Run 1, the metal 3 layer:
The bar under the picture is 50 um long.
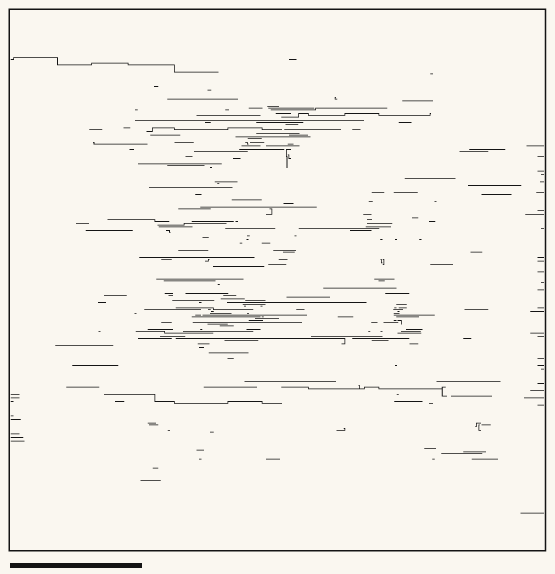
Run 1, wires at chosen ports, followed through buffers:
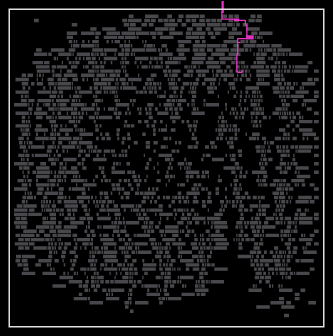
Run 1, placement view:
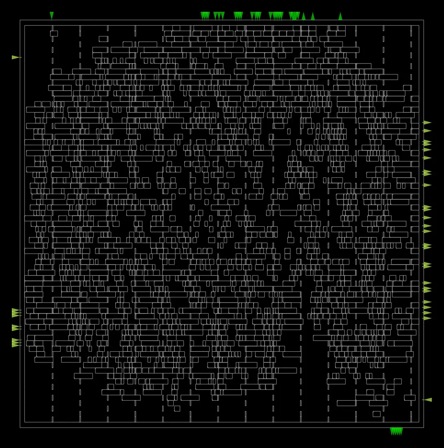
--- src/rtl/lut_mult_sequencer.sv ---
// Sequential 16x16 unsigned multiplier: builds a radix-16 multiple table T[1..8] of 'a',
// then accumulates signed-recoded nibbles of 'b'. Optional macro LUT_MULT_EARLY_EXIT_EN.
module lut_mult_sequencer (
    input  logic        clk,
    input  logic        rst_n,
    input  logic        in_valid,
    output logic        in_ready,
    input  logic [15:0] a,
    input  logic [15:0] b,
    output logic        out_valid,
    input  logic        out_ready,
    output logic [31:0] product,
    output logic        busy
);
    localparam logic [1:0] S_IDLE  = 2'd0;
    localparam logic [1:0] S_BUILD = 2'd1;
    localparam logic [1:0] S_MULT  = 2'd2;
    localparam logic [1:0] S_DONE  = 2'd3;

    logic [1:0]         state_q, state_d;
    logic [15:0]        a_q, a_d;
    logic [15:0]        b_q, b_d;
    logic [3:0]         cnt_q, cnt_d;
    logic               carry_q, carry_d;
    logic signed [35:0] acc_q, acc_d;
    logic [18:0]        tbl_q [1:8];
    logic [18:0]        tbl_d [1:8];

    logic [3:0]         nib;
    logic [5:0]         rc;
    logic               dsign;
    logic [3:0]         dmag;
    logic               dcarry;
    logic [18:0]        sel;
    logic signed [35:0] term;
`ifdef LUT_MULT_EARLY_EXIT_EN
    logic [15:0]        rem;
`endif
    logic               unused_acc_hi;

    // Returns {sign, mag[3:0], carry_out} for one nibble plus incoming carry.
    function automatic logic [5:0] recode(input logic [3:0] n, input logic cin);
        logic [4:0] t;
        logic [4:0] m;
        t = {1'b0, n} + {4'b0, cin};
        m = 5'd16 - t;
        if (t >= 5'd8) recode = {1'b1, m[3:0], 1'b1};
        else           recode = {1'b0, t[3:0], 1'b0};
    endfunction

    always_comb begin
        state_d = state_q;
        a_d     = a_q;
        b_d     = b_q;
        cnt_d   = cnt_q;
        carry_d = carry_q;
        acc_d   = acc_q;
        for (int k = 1; k <= 8; k++) tbl_d[k] = tbl_q[k];

        nib = b_q[{cnt_q[1:0], 2'b00} +: 4];
        rc  = recode(nib, carry_q);
        // Digit 4 only absorbs the final carry.
        if (cnt_q == 4'd4) begin
            dsign  = 1'b0;
            dmag   = {3'b000, carry_q};
            dcarry = 1'b0;
        end else begin
            dsign  = rc[5];
            dmag   = rc[4:1];
            dcarry = rc[0];
        end

        sel = 19'd0;
        for (int k = 1; k <= 8; k++) begin
            if (dmag == 4'(k)) sel = tbl_q[k];
        end
        term = $signed({17'd0, sel} << {cnt_q[2:0], 2'b00});
`ifdef LUT_MULT_EARLY_EXIT_EN
        rem = b_q >> {cnt_q[2:0] + 3'd1, 2'b00};
`endif

        case (state_q)
            S_IDLE: begin
                if (in_valid) begin
                    a_d      = a;
                    b_d      = b;
                    tbl_d[1] = {3'b000, a};
                    acc_d    = '0;
                    carry_d  = 1'b0;
                    cnt_d    = 4'd2;
                    state_d  = S_BUILD;
                end
            end
            S_BUILD: begin
                for (int k = 2; k <= 8; k++) begin
                    if (cnt_q == 4'(k)) tbl_d[k] = tbl_q[k-1] + {3'b000, a_q};
                end
                if (cnt_q == 4'd8) begin
                    cnt_d   = 4'd0;
                    state_d = S_MULT;
                end else begin
                    cnt_d = cnt_q + 4'd1;
                end
            end
            S_MULT: begin
                acc_d   = dsign ? (acc_q - term) : (acc_q + term);
                carry_d = dcarry;
                if (cnt_q == 4'd4) begin
                    state_d = S_DONE;
`ifdef LUT_MULT_EARLY_EXIT_EN
                end else if (rem == 16'd0 && !dcarry) begin
                    state_d = S_DONE;
`endif
                end else begin
                    cnt_d = cnt_q + 4'd1;
                end
            end
            default: begin
                if (out_ready) state_d = S_IDLE;
            end
        endcase
    end

    always_ff @(posedge clk or negedge rst_n) begin
        if (!rst_n) begin
            state_q <= S_IDLE;
            a_q     <= '0;
            b_q     <= '0;
            cnt_q   <= '0;
            carry_q <= 1'b0;
            acc_q   <= '0;
            for (int k = 1; k <= 8; k++) tbl_q[k] <= '0;
        end else begin
            state_q <= state_d;
            a_q     <= a_d;
            b_q     <= b_d;
            cnt_q   <= cnt_d;
            carry_q <= carry_d;
            acc_q   <= acc_d;
            for (int k = 1; k <= 8; k++) tbl_q[k] <= tbl_d[k];
        end
    end

    // The final accumulator is always a non-negative 32-bit value.
    assign unused_acc_hi = ^acc_q[35:32];
    assign product       = acc_q[31:0];
    assign in_ready      = (state_q == S_IDLE);
    assign out_valid     = (state_q == S_DONE);
    assign busy          = (state_q == S_BUILD) || (state_q == S_MULT);
endmodule
--- config.mk ---
export PLATFORM = sky130hd
export DESIGN_NAME = lut_mult_sequencer
export DESIGN_NICKNAME = d
export VERILOG_FILES = /design/src/rtl/lut_mult_sequencer.sv
export SDC_FILE = /design/constraint.sdc
export NUM_CORES = 1
export LEC_CHECK = 0
export CAP_MARGIN = 20
export CORE_AREA = 2 2 200 202
export DETAILED_ROUTE_END_ITERATION = 8
export DIE_AREA = 0 0 202 204
export PLACE_DENSITY = 0.63
export SYNTH_ARGS = -nofsm -noshare
export SYNTH_HDL_FRONTEND = slang
export SYNTH_SLANG_ARGS = --single-unit
--- constraint.sdc ---
create_clock -name clk -period 11.33 [get_ports clk]
set_input_delay 2.8325 -clock clk [delete_from_list [all_inputs] [get_ports clk]]
set_output_delay 2.8325 -clock clk [all_outputs]
set_load 0.02 [all_outputs]
==> reports/metrics.cfg, run 1 <==
[status]
outcome=finished clean

[critical_path]
critPathMaxStageDelay_ns=0.90
criticalPathCategory=reg -> reg
critPathMaxFanout=36

[clock_network]
htreeDepth=4
cts_setup_buffers=0
path_clk_slew_ns=0.08
clk_path_buf_depth=2

[synthesis]
ys_cells=1928
synthCells=1928
yosysSeqAreaShare_pct=30.3

[die]
num_io_pins=71
dieArea_sq_mm=0.0412

[sta]
finalClockSkew_ns=0.0153
tightest_slew_ns=1.04
finalMaxSlewViolations=0
period_used_pct=86.6
setup_viol=0

[global_routing]
grt_use_total_pct=25.0
grt_pass1_wl_um=80900

[placement]
dpl.hpwl_um=39700

[detailed_routing]
ant_nets=0

[layout]
mostFrequentLayoutCell=nand2_1

Back to the opening pictures, 'the metal 3 layer':
share of all routed wire	4.8%
nets with wire on the layer	188
longest straight run	86.2 um

Back to the opening pictures, 'wires at chosen ports, followed through buffers':
color	port	bits	direction	end cells	buffers	wire
magenta	`busy`	1	output	1	1	71.7 um

Back to the opening pictures, 'placement view':
# rows: 73
Final Core Density: 46.8%
Final Instance Count excl. Fillers: 2,498
FILL cells: 3,777

==> run 1: cells by family (layout without fill, tap and decap cells) <==
family                     Yosys count  count (layout)  share of synthesized area [%]
muxes                               92              92                           6.48
DFF                                200             200                           30.3
and+or+nand+nor                    573             573                           16.4
AOI/OAI and AO/OA                  629             629                           25.2
adders and majority gates          146             146                           11.4
xor gates and xnor gates           113             113                           6.03
buffers and inverters              175             220                           4.27
==> run 1: final timing paths <==
path	from	to	cells past startpoint
setup / recovery	cnt_q[0]$_DFFE_PN0P_	acc_q[24]$_DFFE_PN0P_	33
hold / removal	tbl_q[7]$_DFFE_PN0P_	tbl_q[7]$_DFFE_PN0P_	2
setup reg to reg	cnt_q[0]$_DFFE_PN0P_	acc_q[24]$_DFFE_PN0P_	33
hold reg to reg	tbl_q[7]$_DFFE_PN0P_	tbl_q[7]$_DFFE_PN0P_	2
max in group asynchronous	rst_n	tbl_q[76]$_DFFE_PN0P_	2
min in group asynchronous	rst_n	acc_q[23]$_DFFE_PN0P_	1
==> run 1: cell type report <==
| cell class | count | area [sq um] |
|---|---|---|
| multi-input combinational | 1553 | 10800 |
| fill | 3777 | 20800 |
| tap | 525 | 657 |
| timing repair buffer | 92 | 871 |
| clock inverter | 14 | 174 |
| inverter | 96 | 360 |
| sequential | 200 | 5000 |
| clock buffer | 18 | 439 |
==> run 1: sequential cells by signal, indices dropped and copies added (netlist names) <==
signal   flops
b_q         16
acc_q       32
carry_q      1
cnt_q        4
state_q      2
tbl_q      145
==> run 1: through the flow <==
| step | area [sq um] | setup WS, ns |
|---|---|---|
| floorplan | 16500 | 2.32 |
| global placement | 17700 | 1.96 |
| CTS | 18400 | 1.72 |
| finish | 18400 | 1.52 |
| detailed placement | 17700 | 1.74 |
| global route | 18400 | 0.849 |
==> run 1: worst reg2reg max path, delay by kind of cell, from the launching register on <==
family	cells	cell delay, ns
AND/OR/NAND/NOR	10	2.30
AND-OR/OR-AND	15	4.42
adder cells (fa/ha/maj)	4	1.44
XOR/XNOR	1	0.06
flip-flops	1	0.37
multiplexers	1	0.66
buffers and inverters	2	0.47
==> run 1: routing by layer <==
layer / vias to the layer above / global-route usage (%) / part of all wire, %
met2: 417 / 42.4 / 48
met5: - / 0 / 0
met1: 7264 / 32.8 / 44
li1: 7164 / - / -
met3: 78 / 3.94 / 4.8
met4: 0 / 7.85 / 2.6
==> inputs of run 2 (changes only) <==
PLACE_DENSITY = not set   (was 0.63)
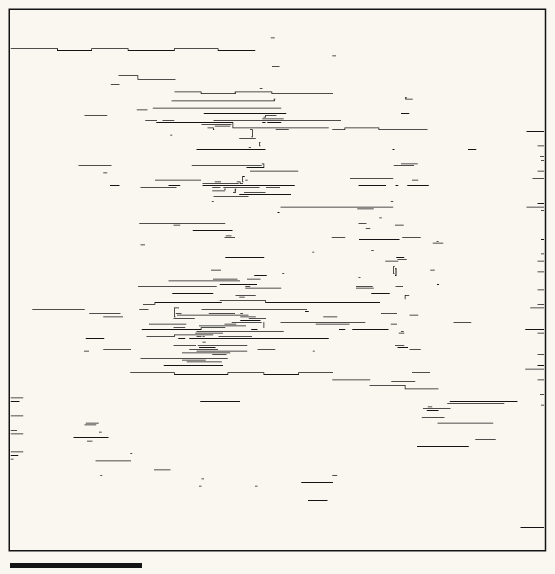
Run 2: the metal 3 layer
The bar under the picture is 50 um long.
nets with wire on the layer	180
longest straight run	52.4 um

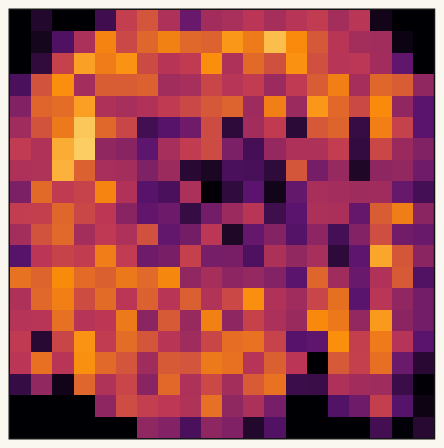
Run 2: cell density map
The die is cut into 20 by 20 equal tiles; black is low, pale yellow is high, 0 to 100% covered.
tiles over 75% full	4.8%
fullest tile	89%
mean over tiles	43%
nearly empty tiles	7.2%

==> reports/metrics.cfg, run 2 <==
[sta]
finalClockSkew_ns=0.0193  ; +0.00398 ns
tightest_slew_ns=1.07  ; +0.0254 ns
period_used_pct=86.1  ; -0.48 points

[clock_network]
clk_path_buf_depth=2  ; unchanged
path_clk_slew_ns=0.08  ; about the same
htreeDepth=4  ; unchanged

[detailed_routing]
ant_nets=0  ; unchanged
wl_met3_um=2370  ; -5.1%
drt-met1-wl_um=23300  ; +2.7%
maxUsedRoutingLayer=met4
dr_wl_met2_um=25700  ; +2.9%

[placement]
placed_cell_area_sq_mm=0.0177  ; about the same
dpl.hpwl_um=41000  ; +3.2%

[status]
outcome=finished clean

[die]
num_io_pins=71  ; unchanged

[synthesis]
ys_cells=1928  ; unchanged
yosysSeqAreaShare_pct=30.3  ; unchanged

[global_routing]
grt_pass1_wl_um=82400  ; +1.8%

[layout]
finalInstanceArea_sq_mm=0.0183  ; -0.21%
mostFrequentLayoutCell=nand2_1
top_register=tbl_q
fillers=3783  ; +0.16%
largest_register_ffs=145  ; unchanged

[critical_path]
critPathMaxFanout=36  ; unchanged
criticalPathCategory=reg -> reg

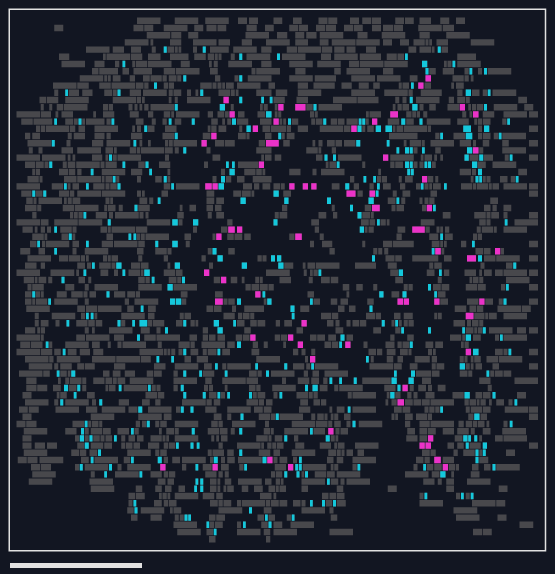
Run 2: gate-type map
The bar under the picture is 50 um long.
color	family	cells
magenta	AND and OR gates	65
cyan	NAND gates	333

-- run 2: cells by family (layout without fill, tap and decap cells) --
group | count (synthesis) | after routing | synth area share, %
AOI/OAI and AO/OA | 629 | 629 | 25.2
adders and majority gates | 146 | 146 | 11.4
and+or+nand+nor | 573 | 573 | 16.4
xor gates and xnor gates | 113 | 113 | 6.03
muxes | 92 | 92 | 6.48
DFF | 200 | 200 | 30.3
buffers and inverters | 175 | 217 | 4.27
-- run 2: stage by stage --
stage	utilization, %	setup slack (ns)	std cells
after floorplan	-	2.32	1928
after global placement	45.3	1.93	2465
after detailed placement	45.3	1.79	2465
after CTS	46.7	1.73	2495
after global routing	46.7	0.848	2495
final	46.7	1.58	2495
-- run 2: layout make-up --
cell class	instances	share of cell area [%]
clock buffers	23	2.66
inverters	96	1.97
well taps	525	3.59
multi-input cells	1553	59.2
flip-flops and latches	200	27.3
clock inverters	7	0.512
repair buffers	91	4.71
-- run 2: final timing paths --
path,start,to,cells after the start
max,cnt_q[0]$_DFFE_PN0P_,acc_q[24]$_DFFE_PN0P_,33
min,tbl_q[15]$_DFFE_PN0P_,tbl_q[15]$_DFFE_PN0P_,1
max reg2reg,cnt_q[0]$_DFFE_PN0P_,acc_q[24]$_DFFE_PN0P_,33
min reg2reg,tbl_q[15]$_DFFE_PN0P_,tbl_q[15]$_DFFE_PN0P_,1
max in group asynchronous,rst_n,tbl_q[109]$_DFFE_PN0P_,2
min in group asynchronous,rst_n,acc_q[27]$_DFFE_PN0P_,1
-- run 2: metal layers --
layer	vias to the layer above	GRT usage [%]
li1	7133	-
met1	7187	33.4
met2	390	44.0
met3	78	3.83
met4	0	8.56
met5	-	0
-- run 2: critical path, delay by kind of cell, from the launching register on --
kind / cells / cell delay (ns)
buffers and inverters: 2 / 0.49
XOR/XNOR: 1 / 0.06
AND/OR/NAND/NOR: 10 / 2.19
AND-OR/OR-AND: 15 / 4.34
flip-flops: 1 / 0.38
adder cells (fa/ha/maj): 4 / 1.46
multiplexers: 1 / 0.66
